--- src/rtl/perf_pkg.sv ---
// Shared limits and helpers for the performance-counter block.
package perf_pkg;

  localparam int MAX_EVENTS = 16;
  localparam int MIN_CNT_W  = 8;
  localparam int MAX_CNT_W  = 64;

  // Bits needed to encode 0..n (n event channels plus the cycle channel).
  function automatic int clog2_sel(input int n);
    int w;
    w = 1;
    while ((1 << w) < (n + 1)) w++;
    return w;
  endfunction

endpackage

--- src/rtl/perf_event_counter.sv ---
// One counter channel: edge/level qualify, wrap or saturate, sticky overflow.
module perf_event_counter #(
  parameter int CNT_WIDTH = 32,
  parameter bit EDGE      = 1'b0,
  parameter bit SATURATE  = 1'b0
) (
  input  logic                 clk_i,
  input  logic                 rst_i,
  input  logic                 en_i,
  input  logic                 evt_i,
  input  logic                 clr_i,
  output logic [CNT_WIDTH-1:0] cnt_o,
  output logic                 ovf_o
);

  logic                 prev_q;
  logic [CNT_WIDTH-1:0] cnt_q, cnt_d;
  logic                 ovf_q, ovf_d;
  logic                 inc;

  always_comb begin
    inc   = en_i & evt_i & (~EDGE | ~prev_q);
    cnt_d = cnt_q;
    ovf_d = ovf_q;
    if (clr_i) begin
      cnt_d = '0;
      ovf_d = 1'b0;
    end else if (inc) begin
      if (&cnt_q) begin
        ovf_d = 1'b1;
        cnt_d = SATURATE ? cnt_q : '0;
      end else begin
        cnt_d = cnt_q + CNT_WIDTH'(1);
      end
    end
  end

  // prev tracks the raw strobe every cycle so edges seen while disabled are consumed.
  always_ff @(posedge clk_i or negedge rst_i) begin
    if (!rst_i) begin
      prev_q <= 1'b0;
      cnt_q  <= '0;
      ovf_q  <= 1'b0;
    end else begin
      prev_q <= evt_i;
      cnt_q  <= cnt_d;
      ovf_q  <= ovf_d;
    end
  end

  assign cnt_o = cnt_q;
  assign ovf_o = ovf_q;

endmodule

--- src/rtl/perf_counter_unit.sv ---
// Event/cycle performance monitor with atomic snapshot bank and registered indexed read.
module perf_counter_unit import perf_pkg::*; #(
  parameter int                    NUM_EVENTS = 4,
  parameter int                    CNT_WIDTH  = 32,
  parameter logic [NUM_EVENTS-1:0] EDGE_MASK  = '0,
  parameter bit                    SATURATE   = 1'b0,
  parameter int                    SEL_W      = clog2_sel(NUM_EVENTS)
) (
  input  logic                  clk_i,
  input  logic                  rst_i,
  input  logic                  start_i,
  input  logic                  freeze_i,
  input  logic [NUM_EVENTS-1:0] event_i,
  input  logic                  clear_i,
  input  logic                  snapshot_i,
  input  logic                  rd_en_i,
  input  logic [SEL_W-1:0]      rd_sel_i,
  output logic [CNT_WIDTH-1:0]  rd_data_o,
  output logic                  rd_valid_o,
  output logic [NUM_EVENTS:0]   overflow_o
);

  localparam int NCH = NUM_EVENTS + 1;
  // Top channel is the cycle counter: always-on strobe, level mode.
  localparam logic [NCH-1:0] EDGE_ALL = {1'b0, EDGE_MASK};

  logic                          en;
  logic [NCH-1:0]                evt_all;
  logic [NCH-1:0][CNT_WIDTH-1:0] live;
  logic [NCH-1:0][CNT_WIDTH-1:0] shadow_q, shadow_d;
  logic [CNT_WIDTH-1:0]          rd_mux;
  logic [CNT_WIDTH-1:0]          rd_data_q, rd_data_d;
  logic                          rd_valid_q, rd_valid_d;

  assign en      = start_i & ~freeze_i;
  assign evt_all = {1'b1, event_i};

  for (genvar k = 0; k < NCH; k++) begin : g_ch
    perf_event_counter #(
      .CNT_WIDTH(CNT_WIDTH),
      .EDGE     (EDGE_ALL[k]),
      .SATURATE (SATURATE)
    ) u_cnt (
      .clk_i(clk_i),
      .rst_i(rst_i),
      .en_i (en),
      .evt_i(evt_all[k]),
      .clr_i(clear_i),
      .cnt_o(live[k]),
      .ovf_o(overflow_o[k])
    );
  end

  always_comb begin
    shadow_d = snapshot_i ? live : shadow_q;
    rd_mux   = '0;
    for (int k = 0; k < NCH; k++)
      if (rd_sel_i == SEL_W'(k)) rd_mux = shadow_q[k];
    rd_data_d  = rd_en_i ? rd_mux : rd_data_q;
    rd_valid_d = rd_en_i;
  end

  always_ff @(posedge clk_i or negedge rst_i) begin
    if (!rst_i) begin
      shadow_q   <= '0;
      rd_data_q  <= '0;
      rd_valid_q <= 1'b0;
    end else begin
      shadow_q   <= shadow_d;
      rd_data_q  <= rd_data_d;
      rd_valid_q <= rd_valid_d;
    end
  end

  assign rd_data_o  = rd_data_q;
  assign rd_valid_o = rd_valid_q;

endmodule

--- config.mk ---
export PLATFORM = sky130hd
export DESIGN_NAME = perf_counter_unit
export DESIGN_NICKNAME = d
export VERILOG_FILES = /design/src/rtl/perf_pkg.sv /design/src/rtl/perf_event_counter.sv /design/src/rtl/perf_counter_unit.sv
export SDC_FILE = /design/constraint.sdc
export NUM_CORES = 1
export LEC_CHECK = 0
export ABC_AREA = 1
export CORE_ASPECT_RATIO = 1.25
export CORE_UTILIZATION = 56
export DETAILED_ROUTE_END_ITERATION = 8
export PLACE_DENSITY = 0.78
export SYNTH_ARGS = -nofsm -noshare
export SYNTH_HDL_FRONTEND = slang
export SYNTH_SLANG_ARGS = --single-unit
export TNS_END_PERCENT = 10
--- constraint.sdc ---
create_clock -name clk_i -period 1.7 [get_ports clk_i]
set_clock_uncertainty 0.05 [all_clocks]
set_input_delay 0.34 -clock clk_i [delete_from_list [all_inputs] [get_ports clk_i]]
set_output_delay 0.34 -clock clk_i [all_outputs]
set_load 0.01 [all_outputs]
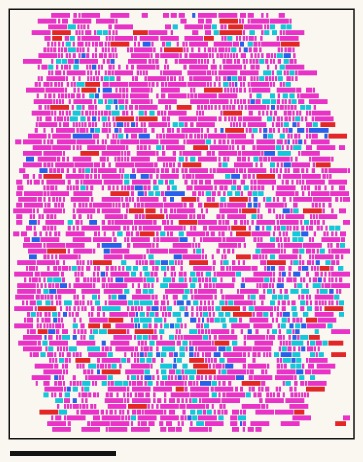
sizing.png
The bar under the picture is 50 um long.
x6 and larger -> red  # cells 73, most used clkbuf_16
x3 and x4 -> cyan  # cells 304, most used buf_4
x1 and smaller -> magenta  # cells 2107, most used nand2_1
x2 -> blue  # cells 123, most used nand2_2
Final Instance Area: 0.0225 mm^2
Area growth syn-to-layout: 25.0%

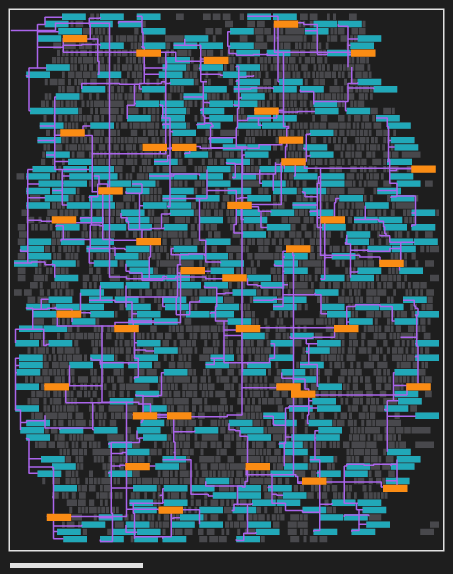
clock_wires.png
The bar under the picture is 50 um long.
clock wires -> purple  # length 4400 um
flip-flops -> cyan  # count 358
clock-net drivers -> orange  # count 37
routed clock nets = 38
flops lie = spread over the die

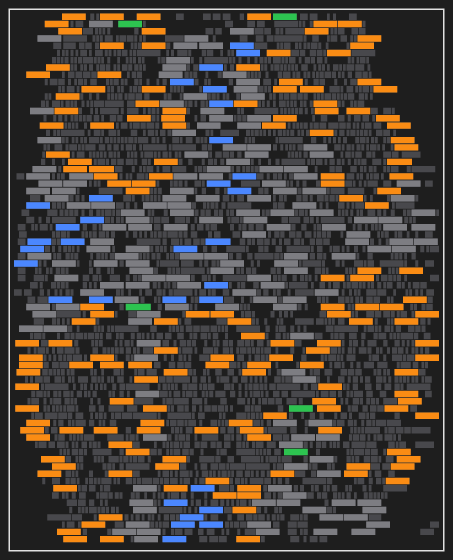
ff_map.png
Other sequential cells in the stronger grey, the rest of the logic in the fainter grey.
g_ch.u_cnt.cnt_o -> orange  # placed flops 160, where spread over the die
rd_data_o -> blue  # placed flops 32
g_ch.u_cnt.ovf_o -> green  # placed flops 5
not coloured = 161
sequential share of cell area: 0.398
Core Util, Final: 0.710
P_seq: 9.01 mW
Flop area: 0.00896 mm^2

==> results.py <==
# Auto-generated metrics
metrics = {
    "final_layout": {
        "numSequentialCells": 358,
        "diodes": 0,
        "final_common_cell": "nand2_1",
        "comb_cells": 1575,
        "drive_gt1_frac": 0.192,
        "buf_share": 0.128,
    },
    "clocking": {
        "cts_hold_buf": 1,
        "h-tree-depth": 2,
        "cts-root-buf": "clkbuf_16",
        "cts_resized": 57,
        "clk_pin_slew_ps": 70,
        "numCtsBuffers": 37,
    },
    "route": {
        "antenna_left": 0,
        "wl_met3_um": 3410,
        "wl_met2_um": 26700,
        "maxUsedRoutingLayer": "met4",
        "drt_iter0_drc": 1527,
        "routedLengthMet1_um": 20700,
        "wl_per_cell_um": 18.1,
    },
    "place": {
        "place_area_mm2": 0.0209,
        "place_ws_ps": -549,
        "gp_congestion": 0.980,
        "port_buffers": 51,
    },
    "pwr": {
        "seqPwrFrac": 0.489,
        "ir_worst_vdd_mv": 0.740,
        "p_comb_mw": 1.68,
        "power.total_mw": 18.4,
        "powerClk_mw": 7.74,
        "p_sw_mw": 4.60,
        "p_comb_frac": 0.091,
    },
    "global_routing": {
        "grtUsageMet1": 0.414,
        "grt_use_met3": 0.0441,
        "grt_overflow": 0,
        "antenna_found_initial": 0,
        "met2_usage": 0.573,
        "grt_max_degree": 68,
        "grt_pass1_vias": 16800,
    },
    "worst_hold_path": {
        "hold_class": "in2reg",
        "hp-start": "snapshot_i",
        "worstHoldPathCells": 2,
    },
    "logic_synthesis": {
        "flop_cell": "dfrtp_1",
        "synthAoiAreaFrac": 0.0907,
        "ys_sh_xor": 0.0341,
        "simple_gate_area_frac": 0.281,
        "synthTopLogicFamily": "simple AND/OR/NAND/NOR gates",
        "topCellsByArea": "dfrtp_1 (50%), nand2_1 (11%), nor2_1 (7.4%)",
        "ys_ff": 358,
        "synth-edff-count": 0,
        "yosys_area_mm2": 0.0180,
        "ys_types": 42,
        "yosys_warnings": 0,
        "fp_nets": 2316,
        "mux_share": 0.00938,
        "synthCells": 2297,
        "netlist_area_mm2": 0.0180,
        "ys_cells": 2297,
    },
    "worst_setup_path": {
        "regToRegSetupSlack_ps": -8,
        "r2r_cells": 11,
        "critical_path.max_fanout": 5,
        "end_kind": "flip-flop",
        "rr_endpoint": "g_ch[3].u_cnt.cnt_o[27]$_DFFE_PN0P_",
        "crit_start": "g_ch[3].u_cnt.cnt_o[0]$_DFFE_PN0P_",
        "cp-endpoint": "g_ch[3].u_cnt.cnt_o[27]$_DFFE_PN0P_",
        "critPathArrivalTime_ps": 2080,
        "critical_path.max_stage_delay_ps": 410,
        "path_cells": "ha_4, nand3_4, nor2_4, nand2_4, nor2_4, nand2_2, nand2_2, nand2_4, buf_6, nand2_1, nor2_1",
    },
    "sta": {
        "setup_viol": 2,
        "fin_tns_setup_ps": -10.2,
        "finalClockPeriodUsage": 1.00,
        "finalHoldViolations": 0,
        "setup_slack_ps": -8.29,
        "period_needed_ps": 1710,
        "hold_ws_ps": 193,
        "rsz0062_at_grt": "yes",
        "max_slew_margin": 0.619,
    },
    "job": {
        "maxCapViolCount": 0,
        "openroad.warnings": 28,
    },
    "floorplanning": {
        "dieArea_mm2": 0.0329,
        "core_area_mm2": 0.0317,
        "rows": 73,
        "fp.dieH_um": 202,
        "fp_util": 0.568,
        "tap_cells": 412,
    },
    "outcome": {
        "status": "complete, but fails checks",
        "violations": "setup timing",
    },
}
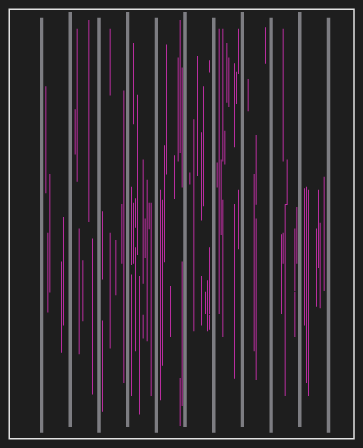
m4.png
Supply wires on this layer in grey.
wire length on this layer = 4040 um
longest straight run = 138 um
nets with wire on the layer = 79
share of all routed wire = 7.4%
main direction = vertical

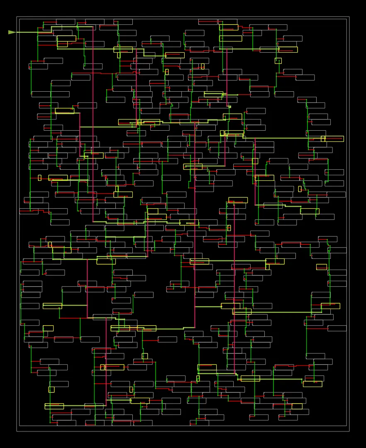
clock_nets.png
CLK BUF: 53
clock sinks: 358

-- synth_stat cells (4+ instances only) --
library cell	instances
nand2_1	544
dfrtp_1	358
nor2_1	357
inv_1	270
o21ai_0	134
nand3_1	108
a21oi_1	103
nand4_1	66
xor2_1	55
nor3_1	40
o22ai_1	34
clkbuf_1	33
buf_2	31
a31oi_1	20
nor2_2	20
mux2_2	15
nand2_2	15
xnor2_1	15
buf_4	10
buf_6	8
nor2_4	8
inv_2	7
nor3_2	6
ha_1	5
nand2_4	4
nand3b_1	4
o2111ai_1	4
o21bai_1	4
-- registers in the layout (all words and copies together) (netlist names) --
register and cells:
rd_valid_o 1, g_ch.u_cnt.cnt_o 160, g_ch.u_cnt.ovf_o 5, shadow_q 160, rd_data_o 32
No activity file was given, so power comes from the tool's default toggle rates.
